Figure 1. Metal 3.
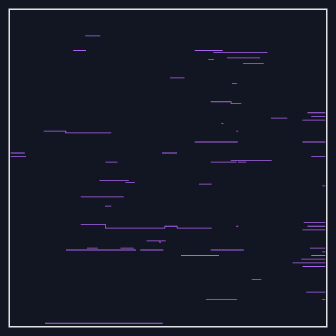
Figure 2. Sequential cells grouped by signal name.
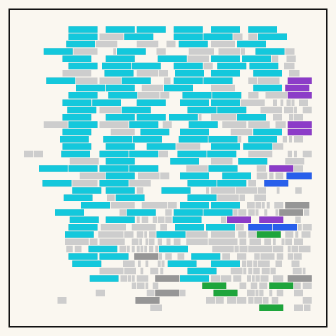
**src/rtl/uart_tx_fifo_if.sv**
```systemverilog
// Producer-side and uart_tx-side signals of uart_tx_fifo bundled into one interface.
// slave is the FIFO's view; master is the view of whoever drives the producer and UART side.
interface uart_tx_fifo_if #(
   parameter int DATA_WIDTH = 8,
   parameter int DEPTH_LOG2 = 4
);
   logic                  i_wr;
   logic [DATA_WIDTH-1:0] i_wr_data;
   logic                  i_clr_ovf;
   logic                  i_uart_busy;
   logic                  o_full;
   logic                  o_empty;
   logic [DEPTH_LOG2:0]   o_count;
   logic                  o_overflow;
   logic                  o_write;
   logic [DATA_WIDTH-1:0] o_data;

   modport slave (
      input  i_wr, i_wr_data, i_clr_ovf, i_uart_busy,
      output o_full, o_empty, o_count, o_overflow, o_write, o_data
   );

   modport master (
      output i_wr, i_wr_data, i_clr_ovf, i_uart_busy,
      input  o_full, o_empty, o_count, o_overflow, o_write, o_data
   );
endinterface

```
**src/rtl/uart_tx_fifo.sv**
```systemverilog
// Circular byte FIFO feeding uart_tx through its i_write/o_busy handshake.
// Define UART_TX_FIFO_STATS_EN to add the o_sent_count / o_drop_count statistics outputs.
module uart_tx_fifo #(
   parameter int DATA_WIDTH = 8,
   parameter int DEPTH_LOG2 = 4
) (
   input  logic          i_clk,
   input  logic          i_rst_n,
   uart_tx_fifo_if.slave bus
`ifdef UART_TX_FIFO_STATS_EN
   ,
   output logic [15:0]   o_sent_count,
   output logic [7:0]    o_drop_count
`endif
);

   localparam int DEPTH = 1 << DEPTH_LOG2;
   localparam logic [DEPTH_LOG2:0] C_FULL = {1'b1, {DEPTH_LOG2{1'b0}}};

   typedef enum logic [1:0] {IDLE, SEND, HOLD} state_t;

   state_t                r_state;
   state_t                w_nextState;
   logic [DATA_WIDTH-1:0] r_mem [DEPTH];
   logic [DEPTH_LOG2-1:0] r_wrPtr;
   logic [DEPTH_LOG2-1:0] r_rdPtr;
   logic [DEPTH_LOG2:0]   r_count;
   logic                  r_overflow;
   logic [DATA_WIDTH-1:0] r_data;
   logic                  w_full;
   logic                  w_empty;
   logic                  w_push;
   logic                  w_drop;
   logic                  w_pop;

   // Full/empty come from the registered count, so a pop in the same cycle never rescues a write.
   assign w_full  = (r_count == C_FULL);
   assign w_empty = (r_count == '0);
   assign w_push  = bus.i_wr && !w_full;
   assign w_drop  = bus.i_wr && w_full;

   always_ff @(posedge i_clk) begin
      if (w_push) begin
         r_mem[r_wrPtr] <= bus.i_wr_data;
      end
   end

   always_ff @(posedge i_clk or negedge i_rst_n) begin
      if (!i_rst_n) begin
         r_wrPtr    <= '0;
         r_rdPtr    <= '0;
         r_count    <= '0;
         r_overflow <= 1'b0;
         r_data     <= '0;
      end else begin
         if (w_push) begin
            r_wrPtr <= r_wrPtr + 1'b1;
         end
         if (w_pop) begin
            r_rdPtr <= r_rdPtr + 1'b1;
            r_data  <= r_mem[r_rdPtr];
         end
         case ({w_push, w_pop})
            2'b10:   r_count <= r_count + 1'b1;
            2'b01:   r_count <= r_count - 1'b1;
            default: r_count <= r_count;
         endcase
         // A drop in the same cycle as a clear must leave the flag set.
         if (w_drop) begin
            r_overflow <= 1'b1;
         end else if (bus.i_clr_ovf) begin
            r_overflow <= 1'b0;
         end
      end
   end

   always_ff @(posedge i_clk or negedge i_rst_n) begin
      if (!i_rst_n) begin
         r_state <= IDLE;
      end else begin
         r_state <= w_nextState;
      end
   end

   // HOLD waits out uart_tx's registered busy rise before busy is trusted again.
   always_comb begin
      w_nextState = r_state;
      w_pop       = 1'b0;
      case (r_state)
         IDLE: begin
            if (!w_empty && !bus.i_uart_busy) begin
               w_pop       = 1'b1;
               w_nextState = SEND;
            end
         end
         SEND:    w_nextState = HOLD;
         HOLD:    w_nextState = IDLE;
         default: w_nextState = IDLE;
      endcase
   end

   assign bus.o_write    = (r_state == SEND);
   assign bus.o_data     = r_data;
   assign bus.o_count    = r_count;
   assign bus.o_full     = w_full;
   assign bus.o_empty    = w_empty;
   assign bus.o_overflow = r_overflow;

`ifdef UART_TX_FIFO_STATS_EN
   logic [15:0] r_sentCount;
   logic [7:0]  r_dropCount;

   always_ff @(posedge i_clk or negedge i_rst_n) begin
      if (!i_rst_n) begin
         r_sentCount <= '0;
         r_dropCount <= '0;
      end else begin
         if (r_state == SEND) begin
            r_sentCount <= r_sentCount + 16'd1;
         end
         if (w_drop && (r_dropCount != 8'hFF)) begin
            r_dropCount <= r_dropCount + 8'd1;
         end
      end
   end

   assign o_sent_count = r_sentCount;
   assign o_drop_count = r_dropCount;
`endif

endmodule

```
**src/flat_wrapper.sv**
```systemverilog
// flat-port wrapper written by rule: the top's interface ports become plain ports
module uart_tx_fifo_flat 
#(
   parameter int DATA_WIDTH = 8,
   parameter int DEPTH_LOG2 = 4
)
  (i_clk, i_rst_n, bus_i_wr, bus_i_wr_data, bus_i_clr_ovf, bus_i_uart_busy, bus_o_full, bus_o_empty, bus_o_count, bus_o_overflow, bus_o_write, bus_o_data);
  uart_tx_fifo_if #(.DATA_WIDTH(DATA_WIDTH), .DEPTH_LOG2(DEPTH_LOG2)) bus_i ();
  input  logic i_clk;
  input  logic i_rst_n;
  input wire logic [$bits(bus_i.i_wr)-1:0] bus_i_wr;
  input wire logic [$bits(bus_i.i_wr_data)-1:0] bus_i_wr_data;
  input wire logic [$bits(bus_i.i_clr_ovf)-1:0] bus_i_clr_ovf;
  input wire logic [$bits(bus_i.i_uart_busy)-1:0] bus_i_uart_busy;
  output wire logic [$bits(bus_i.o_full)-1:0] bus_o_full;
  output wire logic [$bits(bus_i.o_empty)-1:0] bus_o_empty;
  output wire logic [$bits(bus_i.o_count)-1:0] bus_o_count;
  output wire logic [$bits(bus_i.o_overflow)-1:0] bus_o_overflow;
  output wire logic [$bits(bus_i.o_write)-1:0] bus_o_write;
  output wire logic [$bits(bus_i.o_data)-1:0] bus_o_data;
  assign bus_i.i_wr = bus_i_wr;
  assign bus_i.i_wr_data = bus_i_wr_data;
  assign bus_i.i_clr_ovf = bus_i_clr_ovf;
  assign bus_i.i_uart_busy = bus_i_uart_busy;
  assign bus_o_full = bus_i.o_full;
  assign bus_o_empty = bus_i.o_empty;
  assign bus_o_count = bus_i.o_count;
  assign bus_o_overflow = bus_i.o_overflow;
  assign bus_o_write = bus_i.o_write;
  assign bus_o_data = bus_i.o_data;
  uart_tx_fifo #(.DATA_WIDTH(DATA_WIDTH), .DEPTH_LOG2(DEPTH_LOG2)) u_core (.i_clk(i_clk), .i_rst_n(i_rst_n), .bus(bus_i));
endmodule
```
**config.mk**
```make
export PLATFORM = sky130hd
export DESIGN_NAME = uart_tx_fifo_flat
export DESIGN_NICKNAME = d
export VERILOG_FILES = /design/src/rtl/uart_tx_fifo_if.sv /design/src/rtl/uart_tx_fifo.sv /design/src/flat_wrapper.sv
export SDC_FILE = /design/constraint.sdc
export NUM_CORES = 1
export LEC_CHECK = 0
export CORE_MARGIN = 5
export CORE_UTILIZATION = 54
export DETAILED_ROUTE_END_ITERATION = 12
export PLACE_DENSITY_LB_ADDON = 0.3
export SLEW_MARGIN = 10
export SYNTH_ARGS = -nofsm -noshare
export SYNTH_HDL_FRONTEND = slang
export SYNTH_SLANG_ARGS = --single-unit
```
**constraint.sdc**
```tcl
create_clock -name i_clk -period 2.8 [get_ports i_clk]
set_input_delay 0.84 -clock i_clk [delete_from_list [all_inputs] [get_ports i_clk]]
set_output_delay 0.84 -clock i_clk [all_outputs]
set_load 0.005 [all_outputs]
```
==> flow_metrics.py <==
# Generated from Yosys and OpenROAD reports
metrics = {
    "power_and_ir_drop": {
        "clock_power_share_pct": 30.7,
        "fraction_of_power_consumed_by_combinational_cells_pct": 28.7,
        "pg_clk_mw": 2.33,
        "sw_frac_of_total_pct": 27.7,
        "internal_power_mw": 5.48,
        "static-leakage-power_nw": 2.69,
        "power.ir.vdd_worst_mv": 0.878,
        "power.density_mw_per_mm2": 1020,
        "p_switching_mw": 2.10,
        "power_top_consumer": "sequential cells",
    },
    "detailed_routing": {
        "detail_route.first_pass.iterations": 6,
        "m1_wl_um": 4550,
        "drt_drc_violations_left": 0,
        "routed_wire_per_std_cell_um": 19.9,
        "routed_via_density": 5.63,
        "detailroute.wirelength.met2_um": 5620,
        "dr.first_iter.drc_count": 284,
    },
    "finish": {
        "comb_area_share_pct": 21.7,
        "clock_buffer_count": 19,
        "area_growth_pct": 19.2,
        "diodes": 0,
        "n_all_buffers": 62,
        "utilization_of_the_core_after_routing_pct": 65.3,
        "bufAreaShareNonClock_pct": 7.43,
        "largest_reg_flops": 128,
        "n_all_inverters": 8,
        "seq_cells": 152,
    },
    "yosys": {
        "basic_gates_by_area_pct": 3.92,
        "yosys-dominant-comb-family": "multiplexers",
        "ys_seq_share_pct": 71.4,
        "netlist_area_sq_mm": 0.00623,
        "synth.net_count": 353,
        "yosys.cell_types.count": 38,
        "syn_inst": 331,
        "flop_cell": "sky130_fd_sc_hd__edfxtp_1",
    },
    "floorplan": {
        "floorplan.initialDensity_pct": 54.8,
        "die_w_um": 117,
        "num_rows": 39,
    },
    "critical_path": {
        "crit_family": "AND-OR/OR-AND gates",
        "cp_slowest_cell": "sky130_fd_sc_hd__or4_4",
        "critPathLaunchType": "flip-flop",
        "worst-endpoint-arrival_ps": 2970,
        "cp_data_required_time_ps": 3090,
        "critPathCapture": "u_core.bus.o_count[4]",
        "path_class": "reg2reg",
    },
    "final_timing": {
        "unrepaired_setup_endpoints_after_global_routing": "false",
        "final.period_utilization_pct": 95.7,
        "finalCriticalPeriod_ps": 2680,
        "least_margin_pin_slew_ps": 594,
        "clock.fmax_ghz": 0.373,
        "final_max_slew_viol_count": 0,
        "timing.final.ws_setup_ps": 119,
        "setup-tns-final_ps": 0,
    },
    "global_route": {
        "groute.layer.met2.usage_pct": 27.1,
        "grt_start_max_net_pins": 28,
        "groute.layer.met1.usage_pct": 21.5,
        "grt_usage_pct": 16.9,
    },
    "clocking": {
        "cts_resized": 2,
        "clock_buffer_count_from_cts": 17,
        "clk_pin_slew_worst_paths_ps": 60,
        "clock_sink_count": 152,
    },
    "hold_path": {
        "worst_hold_path_type": "reg2reg",
    },
    "status": {
        "outcome": "completed",
    },
}
-- Figure 1 (at the start) --
nets with wire on the layer = 42
main direction = horizontal
longest straight run = 43.5 um
share of all routed wire = 4.6%

-- Figure 2 (at the start) --
`u_core.bus.o_data` -> purple  # placed flops 8
`u_core.r_rdPtr` -> blue  # placed flops 4
`u_core.bus.o_count` -> green  # placed flops 5, where bottom right
`u_core.r_mem` -> cyan  # placed flops 128
not colored = 7
area occupied by registers: 0.00445 sq mm
share of the final layout cell area in sequential cells: 59.9%

Power and IR drop assume default switching activity.
